### Metal layers overlaid, run 1

Drawn at 4 px/µm. Only two layers are drawn.
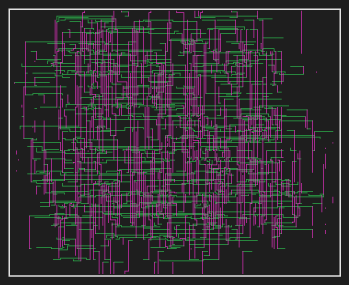
### Met2 routing, run 1

Drawn at 4 px/µm.
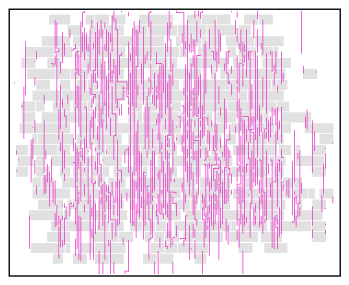
### Cell placement, run 1

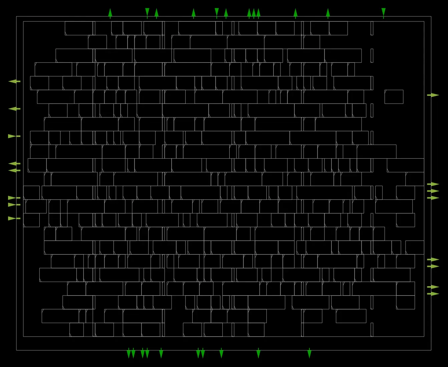
===== config.mk =====
export PLATFORM = sky130hd
export DESIGN_NAME = game_timer_display
export DESIGN_NICKNAME = d
export VERILOG_FILES = /design/src/rtl/game_timer_display.sv
export SDC_FILE = /design/constraint.sdc
export NUM_CORES = 1
export LEC_CHECK = 0
export CAP_MARGIN = 10
export CORE_ASPECT_RATIO = 0.8
export CORE_MARGIN = 1
export CORE_UTILIZATION = 45
export CTS_CLUSTER_DIAMETER = 80
export DETAILED_ROUTE_END_ITERATION = 10
export GPL_TIMING_DRIVEN = 0
export PLACE_DENSITY = 0.72
export SYNTH_ARGS = -nofsm -noshare
export SYNTH_HDL_FRONTEND = slang
export SYNTH_SLANG_ARGS = --single-unit

===== constraint.sdc =====
create_clock -name clk -period 2.3 [get_ports clk]
set_clock_uncertainty 0.1 [all_clocks]
set_input_delay 0.575 -clock clk [delete_from_list [all_inputs] [get_ports clk]]
set_output_delay 0.575 -clock clk [all_outputs]
set_load 0.01 [all_outputs]

===== src/rtl/game_timer_display.sv =====
// Puzzle elapsed-time counter (MM:SS, BCD) with a multiplexed 4-digit
// active-low seven-segment driver and a post-solve blink.
module game_timer_display #(
  parameter int MAX_MIN     = 99,
  parameter int SYNC_STAGES = 2
) (
  input  logic       clk,
  input  logic       clr,
  input  logic       segclk,
  input  logic       clk1hz,
  input  logic       start,
  input  logic       pause,
  input  logic       solved,
  output logic [6:0] seg,
  output logic [3:0] an,
  output logic       dp,
  output logic [7:0] min_bcd,
  output logic [7:0] sec_bcd,
  output logic       saturated,
  output logic [1:0] state_o
);

  typedef enum logic [1:0] {
    IDLE  = 2'd0,
    RUN   = 2'd1,
    PAUSE = 2'd2,
    DONE  = 2'd3
  } state_t;

  localparam logic [3:0] MAX_T = 4'(MAX_MIN / 10);
  localparam logic [3:0] MAX_O = 4'(MAX_MIN % 10);

  state_t state_q, state_d;

  logic [SYNC_STAGES-1:0] seg_sync_q, hz_sync_q;
  logic                   seg_hist_q, hz_hist_q;
  logic                   seg_tick, hz_tick, hz_level;

  logic [3:0] sec_o_q, sec_t_q, min_o_q, min_t_q;
  logic [3:0] sec_o_d, sec_t_d, min_o_d, min_t_d;
  logic       sat_q, sat_d;
  logic       clear, count_en, at_max;

  logic [1:0] idx_q, idx_d;
  logic [3:0] an_q, an_d;
  logic [6:0] seg_q, seg_d;
  logic       dp_q, dp_d;
  logic [3:0] digit;

  // Divided clocks are plain data here: synchronize, then edge-detect.
  always_ff @(posedge clk) begin
    if (clr) begin
      seg_sync_q <= '0;
      hz_sync_q  <= '0;
      seg_hist_q <= 1'b0;
      hz_hist_q  <= 1'b0;
    end else begin
      seg_sync_q[0] <= segclk;
      hz_sync_q[0]  <= clk1hz;
      for (int i = 1; i < SYNC_STAGES; i++) begin
        seg_sync_q[i] <= seg_sync_q[i-1];
        hz_sync_q[i]  <= hz_sync_q[i-1];
      end
      seg_hist_q <= seg_sync_q[SYNC_STAGES-1];
      hz_hist_q  <= hz_sync_q[SYNC_STAGES-1];
    end
  end

  assign seg_tick = seg_sync_q[SYNC_STAGES-1] & ~seg_hist_q;
  assign hz_tick  = hz_sync_q[SYNC_STAGES-1] & ~hz_hist_q;
  assign hz_level = hz_sync_q[SYNC_STAGES-1];

  always_comb begin
    state_d = state_q;
    clear   = 1'b0;
    unique case (state_q)
      IDLE: begin
        if (start) begin
          state_d = RUN;
          clear   = 1'b1;
        end
      end
      RUN: begin
        if (solved) begin
          state_d = DONE;
        end else if (start) begin
          state_d = RUN;
          clear   = 1'b1;
        end else if (pause) begin
          state_d = PAUSE;
        end
      end
      PAUSE: begin
        if (solved) begin
          state_d = DONE;
        end else if (start) begin
          state_d = RUN;
          clear   = 1'b1;
        end else if (pause) begin
          state_d = RUN;
        end
      end
      DONE: begin
        if (start) begin
          state_d = RUN;
          clear   = 1'b1;
        end
      end
      default: state_d = IDLE;
    endcase
  end

  // A 1 Hz tick only counts when nothing else changes the state this cycle.
  assign count_en = hz_tick && (state_q == RUN) && (state_d == RUN) && !clear;
  assign at_max   = (min_t_q == MAX_T) && (min_o_q == MAX_O) &&
                    (sec_t_q == 4'd5) && (sec_o_q == 4'd9);

  always_comb begin
    sec_o_d = sec_o_q;
    sec_t_d = sec_t_q;
    min_o_d = min_o_q;
    min_t_d = min_t_q;
    if (clear) begin
      sec_o_d = 4'd0;
      sec_t_d = 4'd0;
      min_o_d = 4'd0;
      min_t_d = 4'd0;
    end else if (count_en && !at_max) begin
      if (sec_o_q == 4'd9) begin
        sec_o_d = 4'd0;
        if (sec_t_q == 4'd5) begin
          sec_t_d = 4'd0;
          if (min_o_q == 4'd9) begin
            min_o_d = 4'd0;
            min_t_d = min_t_q + 4'd1;
          end else begin
            min_o_d = min_o_q + 4'd1;
          end
        end else begin
          sec_t_d = sec_t_q + 4'd1;
        end
      end else begin
        sec_o_d = sec_o_q + 4'd1;
      end
    end
    sat_d = (min_t_d == MAX_T) && (min_o_d == MAX_O) &&
            (sec_t_d == 4'd5) && (sec_o_d == 4'd9);
  end

  function automatic logic [6:0] seg_enc(input logic [3:0] d);
    logic [6:0] s;
    case (d)
      4'd0:    s = 7'b1000000;
      4'd1:    s = 7'b1111001;
      4'd2:    s = 7'b0100100;
      4'd3:    s = 7'b0110000;
      4'd4:    s = 7'b0011001;
      4'd5:    s = 7'b0010010;
      4'd6:    s = 7'b0000010;
      4'd7:    s = 7'b1111000;
      4'd8:    s = 7'b0000000;
      4'd9:    s = 7'b0010000;
      default: s = 7'b1111111;
    endcase
    return s;
  endfunction

  always_comb begin
    idx_d = idx_q;
    an_d  = an_q;
    seg_d = seg_q;
    dp_d  = dp_q;
    digit = sec_o_q;
    if (seg_tick) begin
      idx_d = idx_q + 2'd1;
      unique case (idx_d)
        2'd0: digit = sec_o_q;
        2'd1: digit = sec_t_q;
        2'd2: digit = min_o_q;
        2'd3: digit = min_t_q;
        default: digit = sec_o_q;
      endcase
      an_d = ~(4'b0001 << idx_d);
      dp_d = !((idx_d == 2'd2) && (state_q != IDLE));
      if (state_q == IDLE) begin
        seg_d = seg_enc(4'd0);
      end else if ((state_q == DONE) && hz_level) begin
        seg_d = 7'h7F;
      end else begin
        seg_d = seg_enc(digit);
      end
    end
  end

  always_ff @(posedge clk) begin
    if (clr) begin
      state_q <= IDLE;
      sec_o_q <= 4'd0;
      sec_t_q <= 4'd0;
      min_o_q <= 4'd0;
      min_t_q <= 4'd0;
      sat_q   <= 1'b0;
      idx_q   <= 2'd3;
      an_q    <= 4'hF;
      seg_q   <= 7'h7F;
      dp_q    <= 1'b1;
    end else begin
      state_q <= state_d;
      sec_o_q <= sec_o_d;
      sec_t_q <= sec_t_d;
      min_o_q <= min_o_d;
      min_t_q <= min_t_d;
      sat_q   <= sat_d;
      idx_q   <= idx_d;
      an_q    <= an_d;
      seg_q   <= seg_d;
      dp_q    <= dp_d;
    end
  end

  assign seg       = seg_q;
  assign an        = an_q;
  assign dp        = dp_q;
  assign min_bcd   = {min_t_q, min_o_q};
  assign sec_bcd   = {sec_t_q, sec_o_q};
  assign saturated = sat_q;
  assign state_o   = state_q;

endmodule

==> job_summary.md, run 1 <==
## Synthesis and layout report

| Metric | Value |
|---|---|
| Chip area | 5460 µm² |
| Mapped cell area | about 2300 µm² |
| Top-count cell post-synth | dfxtp_1 |
| Fmax | 398 MHz |
| Worst setup margin | -0.214 ns |
| Met3 Use GR | 4.55% |
| Buffering overhead | 20.2% |
| Busiest grt layer | met2 |
| Final WL | 6810 µm |
| Met2 wire len | 3340 µm |
| Delay of the slowest critical-path stage | 0.44 ns |
| Area grow syn2layout | 56.1% |
| Root Buffer | clkbuf_8 |
| Tool warnings | roughly 44 |
| Max VDD drop | ~460 µV |
| Max-cap violation count | 0 |
| Seq share, synth | 33.6% |
| CP max-delay cell | a222oi_1 |
| Synth async-reset ratio | 0% |
| GPL Wtd Cong | 0.872 |
| Yosys Instances | 269 |
| Post-synthesis compound-gate area fraction | 20.3% |
| CP cell instances | inv_4 > ha_4 > a222oi_1 > a21oi_2 > inv_2 > ha_4 > mux2_4 > nand2_2 > nand2_2 > a221o_1 |
| Sequential cell area | between 800 and 900 µm² |
| Startpoint Class | flip-flop |
| Ant. Diodes | 0 |
| RSZ-0062 raised after global routing | yes |
| Worst setup EP type | flip-flop |
| Met2 usage | 36.8% |
| Num ports | 38 |
| Cts bufs inserted | 5 |
| Dominant kind of cell by area | logic gates |
| Hold WS | 0.343 ns |
| Violated checks | negative setup slack |
| Internal power | 1.35 mW |
| Antenna violations before repair | 0 |
| Layout clock buffer count | 6 |
| Final #Nets | 376 |
| Synth mux share | 2.69% |
| Setup Viol. Count Final | 14 |
| Hold Path Class | reg2reg |
| Met3 routed wirelength | 382 µm |
| Area leader share | between 30% and 40% |
| Post-layout min period | between 2 and 3 ns |
| Cycle use final | 109% |
| Final Max Slew Viols | 0 |
| Post-synth top cells | dfxtp_1, nor2_1, nand2_1 |
| Post-layout instance area | 3630 µm² |
| Clk pwr share | between 30% and 40% |
| Distinct cell type count after synthesis | 61 |
| Flops | 39 |
| Inverters | 15 |
| Main logic family | simple AND/OR/NAND/NOR gates |
| CP delay by family, top | AND-OR/OR-AND gates |
| Synth Area per Inst | 8.64 µm² |
| Well Taps | slightly above 60 |
| Highest Signal Layer | met4 |
| Most area-hungry cell type in the Yosys netlist | dfxtp_1 |
| Post-CTS resize count | 50 |
| Synth Area in Simple Gates | 26.3% |
| Clk slew on worst S/H paths | 0.08 ns |
| Status | finished with violations |
| Switching power | 0.578 mW |
| Antenna-violating nets left | 0 |
Notes on 'Metal layers overlaid' above:
Green is metal 1, wire length 3030 µm. Magenta is metal 2, wire length 3340 µm.

Notes on 'Met2 routing' above:
The longest straight run is 38.4 µm. 326 nets have wire on it. The layer holds 49% of the routed length. The layer carries 3340 µm of wire. The wires run mostly vertical.

Notes on 'Cell placement' above:
core area: 4980 µm²
# rows: 23
final std cells w/o fill: 411
fin util: 72.9%
flop share of the area: 22.2%

-- run 1: power by group through the flow --
stage	clock network, mW	registers, mW	logic (mW)
floorplan	0	0.750	0.230
global placement	0	0.747	0.344
detailed placement	0	0.746	0.348
CTS	0.609	0.732	0.489
global route	0.646	0.736	0.638
finish	0.603	0.732	0.597
-- run 1: cells in the final DEF, fill, tap and decap left out, types with 4 or more instances in the layout --
cell              n
dfxtp_4           5
a222oi_1          4
ha_4             11
inv_4             5
nor2_1           30
nand2_2           6
clkdlybuf4s50_1  34
a211o_1           6
nand2_1          15
ha_1              9
a21oi_2           7
nand3b_1          5
buf_4            27
nor2b_1           8
a21oi_1           9
a221o_1           7
dfxtp_2           4
dfxtp_1          30
inv_1             7
mux2i_1           4
buf_6            10
clkbuf_1          5
o21ai_2           5
nand3_1           7
clkbuf_8          6
-- run 1: worst paths after layout --
path | startpoint | cells past startpoint | slack, ns | end
max | idx_q[0]$_SDFFE_PP1P_ | 10 | -0.21 | seg[3]$_SDFFE_PP1P_
min reg2reg | hz_sync_q[0]$_SDFF_PP0_ | 1 | 0.34 | hz_sync_q[1]$_SDFF_PP0_
min | hz_sync_q[0]$_SDFF_PP0_ | 1 | 0.34 | hz_sync_q[1]$_SDFF_PP0_
max reg2reg | idx_q[0]$_SDFFE_PP1P_ | 10 | -0.21 | seg[3]$_SDFFE_PP1P_
-- run 1: registers in the layout, indices dropped and copies added (netlist names), 4 cells and up --
| signal | flops |
|---|---|
| min_t_q | 4 |
| sec_t_q | 4 |
| sec_o_q | 4 |
| an | 4 |
| seg | 7 |
| min_o_q | 4 |
==> inputs of run 2 (changes only) <==
--- a/config.mk
+++ b/config.mk
@@ -7,7 +7,7 @@
 export LEC_CHECK = 0
 export CAP_MARGIN = 10
 export CORE_ASPECT_RATIO = 0.8
-export CORE_MARGIN = 1
+export CORE_MARGIN = 2
 export CORE_UTILIZATION = 45
 export CTS_CLUSTER_DIAMETER = 80
 export DETAILED_ROUTE_END_ITERATION = 10
### Cell placement, run 2

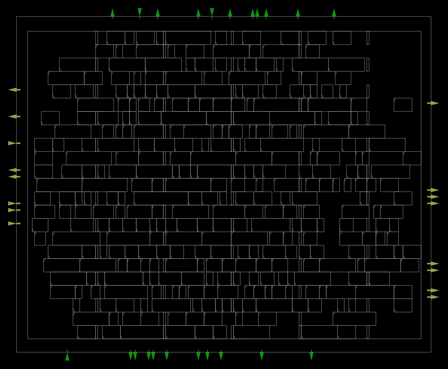
core area: 5010 µm²
fin util: 70.4%

### Metal layers overlaid, run 2

Drawn at 4 px/µm. Only two layers are drawn.
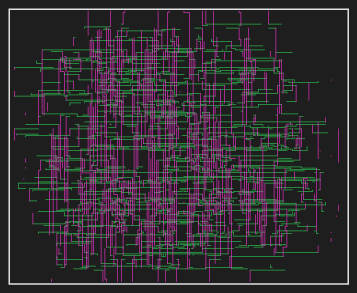
Green is metal 1, wire length 3130 µm. Magenta is metal 2, wire length 3290 µm.

==> run 2 against run 1 <==
Effect of this change:
- the run still ends with negative setup slack left
- synthesized area did not move
- design area down 2.9%
- non-clock buffer count fell by 5
- largest power group unchanged
==> job_summary.md, run 2 <==
## Synthesis and layout report

| Metric | Value |
|---|---|
| Status | finished with violations |
| Violated checks | negative setup slack |
| Final WL | 6890 µm |
| GPL Wtd Cong | 0.857 |
| Post-layout min period | 2.56 ns |
| Worst setup margin | -0.256 ns |
| Hold-fix buffers, CTS | 0 |
| Top-count cell post-synth | dfxtp_1 |
| Crit Path Category | in2reg |
| Reg2reg path depth | 9 |
| Hold Path Class | reg2reg |
| Area grow syn2layout | 51.7% |
| Final hold violation count | 0 |
| Busiest grt layer | met2 |
| Delay of the slowest critical-path stage | 0.39 ns |
| Synth Area per Inst | 8.64 µm² |
| Tool warnings | 44 |
| Data required, critical path | 2.40 ns |
| CP max-delay cell | a221o_1 |
| Crit path DAT | around 2.7 ns |
| # rows | 23 |
| Final Max Slew Viols | 0 |
| RSZ-0062 raised after global routing | yes |
| Pwr dens | 542 nW/µm² |
| Port-buffer cells | 37 |
| Distinct cell type count after synthesis | between 60 and 70 |
| Synth Flop Type | dfxtp_1 |
| Clk latency late pin | 0.29 ns |
| Startpoint Class | primary input |
| Clk buf depth | 2 |
| Core Util at FP | 46.4% |
| Max VDD drop | 518 µV |
| Worst setup EP type | flip-flop |
| # DRC | 0 |
| Crit path depth | 8 |
| Met2 usage | around 37% |
| Mapped cell area | 2320 µm² |
| Synth async-reset ratio | 0% |
| Post-synth top cells | dfxtp_1, nor2_1, nand2_1 |
| Num ports | 38 |
| Max-cap violation count | 0 |
| Most numerous logic cell after layout | clkdlybuf4s50_1 |
| Top Layout Cells | clkdlybuf4s50_1, dfxtp_1, nor2_1 |
| Setup Total Neg Slack | -0.892 ns |
| Synth Area in Simple Gates | 26.3% |
| Antenna violations before repair | 0 |
| Most area-hungry cell type in the Yosys netlist | dfxtp_1 |
| Seq share, synth | 33.6% |
| Clk slew on worst S/H paths | 0.08 ns |
| Fill cell count | 371 |
| Post-synthesis compound-gate area fraction | 20.3% |
| Max FFs per register | 7 |
| Worst Max-Slew Pin Slew | 0.463 ns |
| Met3 Use GR | 3.62% |
| Ant. Diodes | 0 |
| Setup Viol. Count Final | 9 |
| DR WL/cell | 16.9 µm |
| Final #Nets | 372 |
| Cts bufs inserted | 5 |
| Fmax | 391 MHz |
| CP delay by family, top | simple AND/OR/NAND/NOR gates |
| CP cell instances | dlygate4sd2_1 > or2_1 > a211o_1 > nand3_4 > nor4_4 > or3b_1 > a221o_1 > nor4_2 |
| XOR-XNOR Cells, Area Fraction | 1.51% |
| Min-delay src | hz_sync_q[0]$_SDFF_PP0_ |
| Hold Path End | hz_sync_q[1]$_SDFF_PP0_ |
| Cycle use final | 111% |
| Yosys Instances | 269 |
| Via count | 2346 |
| Worst Path Buf+Inv | 1 |
| Worst R2R Setup Slack | -0.25 ns |
| Sinks on Clock Net | 39 |
| Main logic family | simple AND/OR/NAND/NOR gates |
| Worst R2R End | saturated$_SDFF_PP0_ |
| Root Buffer | clkbuf_8 |
| Hold Crit Depth | 1 |
| Worst setup path endpoint | saturated$_SDFF_PP0_ |
| Slew margin rel. | 68.7% |
| Die H | 68.3 µm |
| H-tree levels | 2 |
| Grt ovf | 0 |
| Origin of the worst setup path | pause |
| Synth mux share | under 10% |
| Area leader share | 33.6% |
| Worst r2r src | state_o[0]$_SDFF_PP0_ |
| Chip area | just under 6000 µm² |
| Net Count, Synth | 297 |
| Antenna-violating nets left | 0 |
## run 2: cell counts after synthesis
Identical to the previous run, type by type.
## run 2: where the power goes
group / leakage, nW / internal (mW) / switching (mW)
Sequential: 0.322 / 0.701 / 0.0228
Clock: 0.0556 / 0.318 / 0.243
Combinational: 0.945 / 0.311 / 0.318
Total: 1.32 / 1.33 / 0.584
## run 2: logic make-up (layout without fill, tap and decap cells)
group	after synthesis	count (layout)
AND-OR/OR-AND	63	64
XOR/XNOR	4	4
adder cells (fa/ha/maj)	21	21
buffers and inverters	25	100
flip-flops	39	39
multiplexers	6	6
AND/OR/NAND/NOR	111	111
## run 2: final cells by class
class / instances / area [µm²] / area share (%)
multi-input cells: 206 / 1790 / 50.6
repair buffers: 68 / 641 / 18.2
inverters: 15 / 63.8 / 1.81
flip-flops and latches: 39 / 807 / 22.9
well taps: 62 / 77.6 / 2.20
clock buffers: 5 / 68.8 / 1.95
plain buffers: 9 / 43.8 / 1.24
clock inverters: 3 / 38.8 / 1.10
## run 2: through the flow
stage               area, µm²  setup WS, ns  cells  hold WS (ns)  power, mW
detailed placement       2840        -0.957    368         0.330       1.10
floorplan                2400       -0.0825    269         0.314      0.980
finish                   3530        -0.256    407         0.345       1.91
CTS                      3330        -0.246    398         0.348       1.83
global placement         2840        -0.908    368         0.316       1.09
global route             3530        -0.311    407         0.356       1.99
## run 2: layer usage
layer | wire length [µm] | up-vias
met4 | 108 | 0
met5 | 0 | -
met1 | 3130 | 1122
met2 | 3290 | 93
met3 | 365 | 10
li1 | - | 1121
## run 2: repair_timing
item | in CTS | in global routing
setup buffers | 23 | 8
cloned | 0 | 1
resized | 46 | 34
pin swaps | 24 | 29
setup endpoints to repair | 21 | 22
==> inputs of run 3 (changes only) <==
==> constraint.sdc (replaced) <==
create_clock -name clk -period 2.3 [get_ports clk]
set_clock_uncertainty 0.1 [all_clocks]
set_input_delay 0.575 -clock clk [delete_from_list [all_inputs] [get_ports clk]]
set_output_delay 0.575 -clock clk [all_outputs]
set_load 0.05 [all_outputs]
### Ports around the boundary, run 3

Drawn at 6 px/µm. Pins as bars across the die edge, other pins in gray.
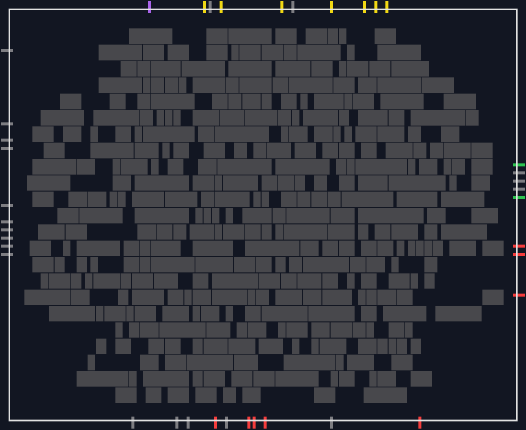
Red is min_bcd, pins 8, direction output, edge 5 bottom, 3 right. Purple is segclk, pins 1, direction input, edge top. Green is state_o, pins 2, direction output, edge right. Yellow is seg, pins 7, direction output, edge top.
All pins by edge: 10 left, 10 top, 10 bottom, 8 right.

### Cell placement, run 3

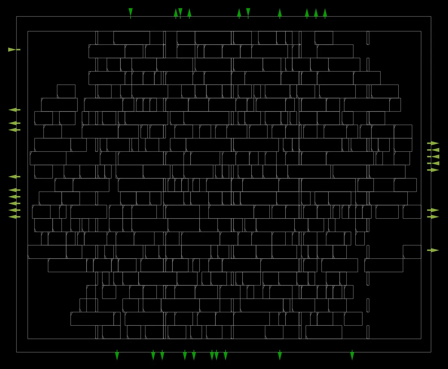
fill cell count: 379
flop share of the area: 23.2%
Flops: 39

==> run 3 against run 2 <==
Effect of this change:
- die area is the same
- combinational power is 5.1% lower
- the run still ends with negative setup slack left
- global-route usage decreased by 0.51 points
- critical path depth up 1
- sequential cell count did not move
- clock power up 7.8%
- cell count shrank 0.49%
- sequential power grew 1%
- synthesized area is the same
- setup slack lost 0.054 ns
- non-clock buffer count down 1
==> job_summary.md, run 3 <==
## Synthesis and layout report

| Metric | Value |
|---|---|
| Most numerous logic cell after layout | clkdlybuf4s50_1 |
| Switching power | 0.625 mW |
| Violated checks | negative setup slack |
| Yosys warns | 0 |
| Post-synth top cells | dfxtp_1, nor2_1, nand2_1 |
| Antenna violations before repair | 0 |
| Ant. Diodes | 0 |
| Max FFs per register | 7 |
| Post-layout min period | 2.61 ns |
| Area leader share | 33.6% |
| Setup Total Neg Slack | -1.34 ns |
| Yosys Instances | 269 |
| Worst r2r src | state_o[0]$_SDFF_PP0_ |
| Tool warnings | approximately 44 |
| Ratio of cells with drive above 1 in the final layout | between 30% and 40% |
| Distinct cell type count after synthesis | a little over 60 |
| Clk slew on worst S/H paths | 0.08 ns |
| DRT Pass-1 Iters | 4 |
| Hold Path End | hz_sync_q[1]$_SDFF_PP0_ |
| Seq share, synth | 33.6% |
| Worst setup EP type | flip-flop |
| Crit Path Category | reg2reg |
| Worst Max-Slew Pin Slew | 0.548 ns |
| Synth Area per Inst | 8.64 µm² |
| Synth async-reset ratio | 0% |
| Num ports | 38 |
| Final Max Slew Viols | 0 |
| DR vias/cell | 5.79 |
| Die width | 84.4 µm |
| # rows | 23 |
| GPL Wtd Cong | 0.843 |
| Hold Path Class | reg2reg |
| Worst setup margin | -0.310 ns |
| Min-delay src | hz_sync_q[0]$_SDFF_PP0_ |
| Fmax | 383 MHz |
| Hold-fix buffers, CTS | 0 |
| Detailed Route Iter0 Violations | 162 |
| Seq pwr share | 37.8% |
| Comb power frac | 30.9% |
| EDFF count, synth | 0 |
| Cts bufs inserted | 5 |
| Hold WS | 0.351 ns |
| Slew margin rel. | 63.5% |
| Clk pwr share | 31.3% |
| Clk latency late pin | 0.30 ns |
| Final std cells w/o fill | just over 400 |
| Worst setup path endpoint | saturated$_SDFF_PP0_ |
| Static Leakage | between 1 and 1.5 nW |
| DR WL/cell | 17.1 µm |
| Status | finished with violations |
| Top pwr grp | registers |
| Via count | 2344 |
| Port-buffer cells | 37 |
| Worst R2R Setup Slack | -0.31 ns |
| Antenna-violating nets left | 0 |
| Origin of the worst setup path | state_o[0]$_SDFF_PP0_ |
| # DRC | 0 |
| Cycle use final | 113% |
| Synth Flop Type | dfxtp_1 |
| Most area-hungry cell type in the Yosys netlist | dfxtp_1 |
| Max VDD drop | 495 µV |
| DP Worst Slack | -0.891 ns |
| Die H | 68.3 µm |
| Gr usage total | 21.9% |
| Placed insts | between 300 and 400 |
| Clk buf depth | 2 |
| Mapped cell area | roughly 2300 µm² |
| Fin util | around 70% |
| Post-Syn Instances | 269 |
| CTS tree | built |
| Dpl cell area | 2840 µm² |
| Switching Share | 32.3% |
| Chip area | 5760 µm² |
| Net Count, Synth | 297 |
| Final #Nets | between 300 and 400 |
| Data required, critical path | 2.42 ns |
| Top-count cell post-synth | dfxtp_1 |
| RSZ-0062 raised after global routing | yes |
| Top Layout Cells | clkdlybuf4s50_1, nor2_1, buf_4 |
| Final WL | 6940 µm |
| Worst R2R End | saturated$_SDFF_PP0_ |
| Total power draw | between 1.5 and 2 mW |
| Comb pwr | 0.597 mW |
| H-tree levels | 2 |
| Sinks on Clock Net | 39 |
| Setup Viol. Count Final | 12 |
| Main area contributors | dfxtp_1, ha_1, nor2_1, nand2_1, a21oi_1 |
| Crit Path Max Fanout | 7 |
| Area grow syn2layout | 50.8% |
| Vias in the first global route | 2153 |
| Core Util at FP | 46.4% |
| Chip area line of the yosys report | 2320 µm² |
| Grt ovf | 0 |
| Startpoint Class | flip-flop |
| Hold Crit Depth | 1 |
| Core area | 5010 µm² |
| Reg2reg path depth | 9 |
| First-pass GRT wire length | 10000 µm |
| Pwr dens | approximately 550 nW/µm² |
| Root Buffer | clkbuf_8 |
| Crit path DAT | 2.73 ns |
| Seq power | 0.730 mW |
| Synth flops | 39 |
| Internal power | 1.31 mW |
| Max-cap violation count | 0 |
| Post-layout instance area | 3500 µm² |
| Final hold violation count | 0 |
| Detail Placement HPWL | 4100 µm |
| Largest net degree at the start of global routing | 13 |
| Clock Power | 0.605 mW |
-- run 3: cell count changes in the layout (fill, tap and decap cells not counted), sizes merged --
cell | previous run | this run
dlygate4sd2 | 2 | 3
buf | 34 | 33
clkinv | 2 | 1
dlymetal6s2s | 0 | 3
clkbuf | 11 | 12
clkdlybuf4s50 | 34 | 30
o21ai | 10 | 9
-- run 3: layout make-up --
| class | instances | area [µm²] |
|---|---|---|
| multi-input cells | 205 | 1770 |
| fillers | 379 | 1500 |
| flip-flops and latches | 39 | 812 |
| repair buffers | 68 | 629 |
| clock buffers | 6 | 82.6 |
| well taps | 62 | 77.6 |
| inverters | 15 | 66.3 |
| plain buffers | 8 | 36.3 |
| clock inverters | 2 | 35.0 |
-- run 3: critical path: stages, from the launching register on --
cell      delay, ns
dfxtp_4        0.40
inv_4          0.05
ha_4           0.28
a21boi_4       0.07
nor3_4         0.20
nand3_4        0.17
or3_4          0.44
or3_4          0.34
a22o_1         0.25
nor4_2         0.22
-- run 3: per-layer routing --
layer	wire length, µm	vias up	global-route usage, %
met5	0	-	0
met4	137	0	10.5
met3	411	16	4.58
met2	3330	85	34.9
met1	3070	1127	28.9
li1	-	1116	-
-- run 3: kinds of logic after synthesis --
group / count (synthesis) / share of synthesized area (%)
and+or+nand+nor: 111 / 26.3
muxes: 6 / 2.69
xor gates and xnor gates: 4 / 1.51
adders and majority gates: 21 / 11.3
AOI/OAI and AO/OA: 63 / 20.3
DFF: 39 / 33.6
buffers and inverters: 25 / 4.31
-- run 3: timing repair --
action,in CTS,in global routing
pin swaps,19,32
setup endpoints to repair,22,26
cloned,0,0
setup buffers,15,16
resized,40,40
endpoints found under the hold margin,0,0
Power figures rest on the tool's default switching activity, not on a simulated workload.
